Figure 1. Placed cells, one color a class (run 1).
Drawn at 1.5 px/um.
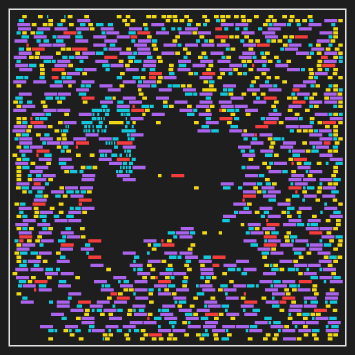
Figure 2. A small window of the routed layout (run 1).
Window x 43 to 68, y 155 to 180 um. Cells in gray, sequential cells in the stronger gray; small squares are vias.
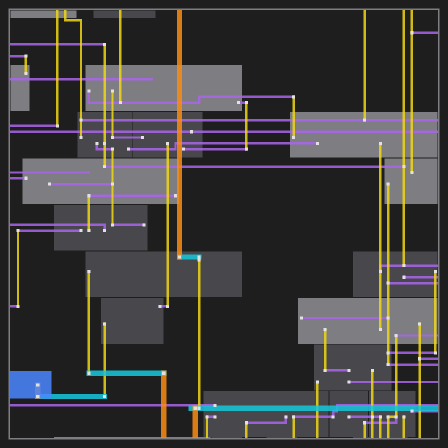
Figure 3. Routing congestion (run 1).
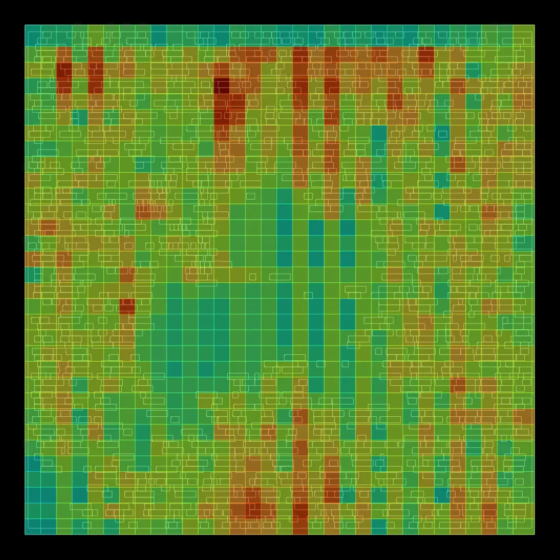
Figure 4. M1 wires (run 1).
Drawn at 2 px/um.
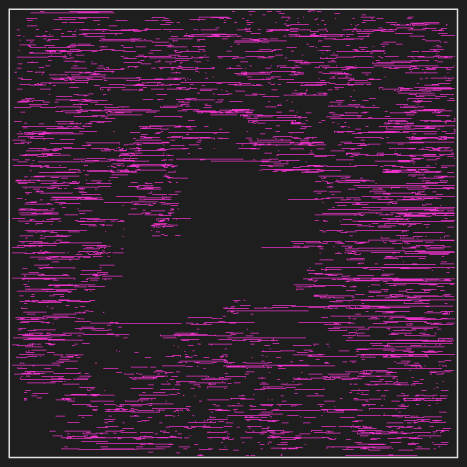
Design cache_mem_bridge, sky130hd; sources not shown.
==> qor.rpt, run 1 <==
RUN STATUS
----------------------------------------------------------------------
Outcome                                                   complete, no violations

LAYOUT
----------------------------------------------------------------------
Clock-cell share of area                                         7.16%
Number of multi-input combinational cells in the layout            441
Inverter count                                                       6
Top logic cells by instance count in the layout           449 x sky130_fd_sc_hd__clkdlybuf4s50_1, 392 x sky130_fd_sc_hd__dfrtp_1, 125 x sky130_fd_sc_hd__a22o_1, 110 x sky130_fd_sc_hd__mux2_4, 76 x sky130_fd_sc_hd__mux2_2

YOSYS
----------------------------------------------------------------------
Post-synth tally of flip-flops with integrated enable                0
Post-synth design cell area                               0.0147 sq mm
Number of standard cells after synthesis                           897
Warning count from the yosys run                                     0
Post-synthesis compound-gate area fraction                       8.11%

POWER AND IR DROP
----------------------------------------------------------------------
Biggest power consumer among the groups                   combinational cells
Share of total power in sequential cells                         35.1%
Clock power frac                                                 23.6%

PLACED DESIGN
----------------------------------------------------------------------
Post-detailed-placement half-perimeter wirelength              25.3 mm
Port Buffer Count                                                  449

CRITICAL PATH
----------------------------------------------------------------------
CP peak stage delay                                            0.72 ns
Path type of the worst setup path                            in -> reg

TIMING
----------------------------------------------------------------------
Final Hold Violating Endpoints                                       0

DETAILED ROUTING
----------------------------------------------------------------------
Post-Route WL                                                  39.1 mm

HOLD PATH
----------------------------------------------------------------------
Number of instances on the worst hold path                           1

About Figure 1:
Key: flops = purple [cells 392, share of their area 48%]; other buffers and delay cells = yellow [cells 461, share of their area 23%]; clock drivers and dummy loads = red [cells 81, share of their area 7.4%]; combinational and other logic = cyan [cells 447, share of their area 22%]
core region area: 0.0480 sq mm
Design Area, Final: 0.0213 sq mm

About Figure 2:
Key: metal 2 = yellow; metal 1 = purple; metal 4 = orange; metal 3 = cyan; metal 5 = blue
Sequential cells in the window: 4. 14 logic cells have their middle in the window. Most frequent: dfrtp_1 (4).

About Figure 3:
met2 routing resource usage after global routing: 25.8%
detail-routed net length per standard cell: 19.6 um
Most Used Layer, Global Route: met2
post-layout util: 44.3%
Global Route Usage Sum: 15.6%

About Figure 4:
The layer holds 42% of the routed length. The wires run mostly horizontal. 1,457 nets have wire on it. The layer carries 16,300 um of wire. The longest straight run is 64.4 um.
Via Count: 8,917
met1 layer usage reported by global route: 19.2%

run 1: per-stage QoR:
| step | utilization (%) | instance area [sq um] | setup WS (ns) | instances | power [uW] |
|---|---|---|---|---|---|
| 3_5_place_dp | 41.0 | 19700 | 9.42 | 1913 | 3130 |
| 5_1_grt | 44.3 | 21300 | 9.84 | 1997 | 4280 |
| 4_1_cts | 44.2 | 21200 | 10.04 | 1994 | 4120 |
| 6_report | 44.3 | 21300 | 10.07 | 1998 | 4050 |
| 2_1_floorplan | - | 14700 | 2.18 | 899 | 2540 |
| 3_3_place_gp | 41.0 | 19700 | 9.43 | 1913 | 3110 |
run 1: layer usage:
layer	wire length (um)	track usage [%]	part of all wire (%)
met1	16300	19.2	42
met2	19100	25.8	49
met3	2920	5.23	7.5
met4	785	5.13	2.0
met5	40	0	0.10
Figure 5. Drive-strength map (run 1).
Drawn at 1.5 px/um.
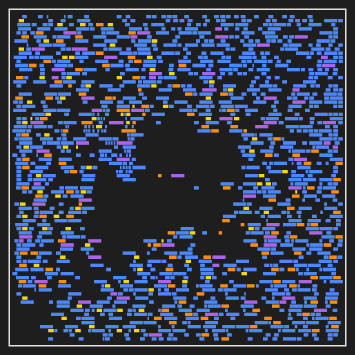

==> run 2, diff against run 1 <==
- clock period: 17.5 -> 7.3 ns (I/O delays scaled with it)
Figure 6. Drive-strength map (run 2).
Drawn at 1.5 px/um.
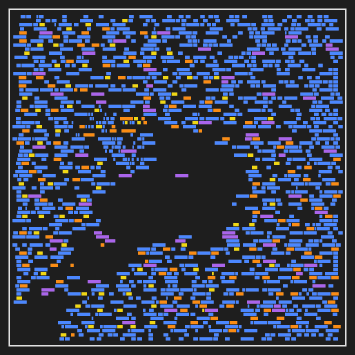
Key: _6 and larger = purple [cells 62, most used clkbuf_16]; _0 and _1 cells = blue [cells 1,103, most used clkdlybuf4s50_1]; _3 and _4 cells = orange [cells 124, most used mux2_4]; _2 cells = yellow [cells 83, most used mux2_2]
setup slack after layout: 2.88 ns
Design Area, Final: 0.0211 sq mm

Figure 7. Placed cells, one color a class (run 2).
Drawn at 1.5 px/um.
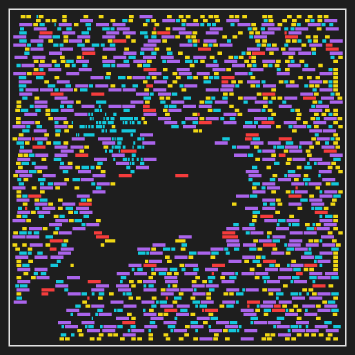
Key: clock drivers and dummy loads = red [cells 74, share of their area 7.0%]; other buffers and delay cells = yellow [cells 459, share of their area 23%]; flops = purple [cells 392, share of their area 48%]; combinational and other logic = cyan [cells 447, share of their area 22%]
share of the final layout cell area in sequential cells: 46.4%
post-layout util: 44.0%
Placement Rows: 80

Figure 8. A small window of the routed layout (run 2).
Window x 43 to 68, y 155 to 180 um. Cells in gray, sequential cells in the stronger gray; small squares are vias.
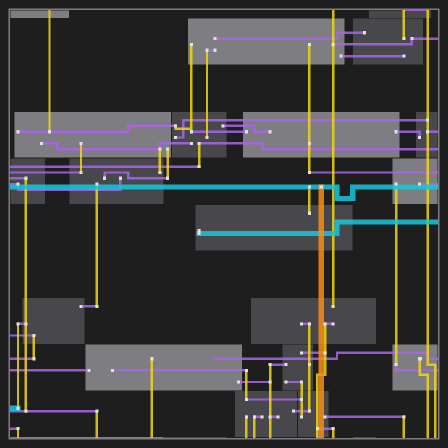
Key: metal 1 = purple; metal 3 = cyan; metal 4 = orange; metal 2 = yellow
14 logic cells have their middle in the window. Sequential cells in the window: 4. Most frequent: dfrtp_1 (4), a21oi_1 (2).

==> qor.rpt, run 2 <==
PLACED DESIGN
--------------------------------------------------------------------
Port Buffer Count                                                449   unchanged
Worst Setup Slack post-DPL                                   2.21 ns   -7.22 ns
Post-detailed-placement half-perimeter wirelength            25.8 mm   +2.2%
Placed Cells incl. Taps                                        1,913   unchanged
Placed Area                                             0.0197 sq mm   +0.11%

DETAILED ROUTING
--------------------------------------------------------------------
Detail-routed net length per standard cell                   20.0 um   +2.0%
Met2 WL                                                      19.0 mm   -0.77%
Via Count                                                      8,862   -0.62%
Met1 wire length                                             16.8 mm   +3.4%
Length of routed met3 wiring                                 3.26 mm   +12%
Top layer reached by signal wires                               met5
Post-Route WL                                                39.8 mm   +1.6%

GLOBAL ROUTING
--------------------------------------------------------------------
Met1 layer usage reported by global route                      20.0%   +0.84 points
Global Route Usage Sum                                         15.9%   +0.22 points
Met3 usage in global routing                                   6.26%   +1.0 points
Most Used Layer, Global Route                                   met2
Met2 routing resource usage after global routing               25.1%   -0.66 points

POWER AND IR DROP
--------------------------------------------------------------------
Total power                                                  9620 uW   +140%
Clock power frac                                               22.9%   -0.7 points
Share of total power in sequential cells                       35.4%   +0.3 points

YOSYS
--------------------------------------------------------------------
Post-synthesis compound-gate area fraction                     8.11%   unchanged
Warning count from the yosys run                                   0   unchanged
Post-synth tally of flip-flops with integrated enable              0   unchanged
Number of standard cells after synthesis                         897   unchanged
Post-synth design cell area                             0.0147 sq mm   unchanged

CRITICAL PATH
--------------------------------------------------------------------
CP peak stage delay                                          0.55 ns   -0.17 ns
Path type of the worst setup path                          in -> reg

RUN STATUS
--------------------------------------------------------------------
Outcome                                                 complete, no violations

LAYOUT
--------------------------------------------------------------------
Non-filler instance count after layout                         1,991   -0.35%

## run 2: cell types whose count changed in the layout (fill, tap and decap cells not counted), moves of 2 or more
cell and delta:
sky130_fd_sc_hd__buf_12 +2, sky130_fd_sc_hd__clkinv_2 -3, sky130_fd_sc_hd__diode_2 +2, sky130_fd_sc_hd__clkbuf_16 -3, sky130_fd_sc_hd__buf_4 -2, sky130_fd_sc_hd__buf_16 -2
## run 2: area by class of cell
type	instances	area, sq um
Clock buffer	69	1340
Multi-Input combinational cell	441	4510
Antenna cell	4	10.0
Clock inverter	5	86.3
Sequential cell	392	9810
Fill cell	4398	26900
Timing Repair Buffer	459	4590
Inverter	6	26.3
Tap cell	615	769
Power figures rest on the tool's default switching activity, not on a simulated workload.
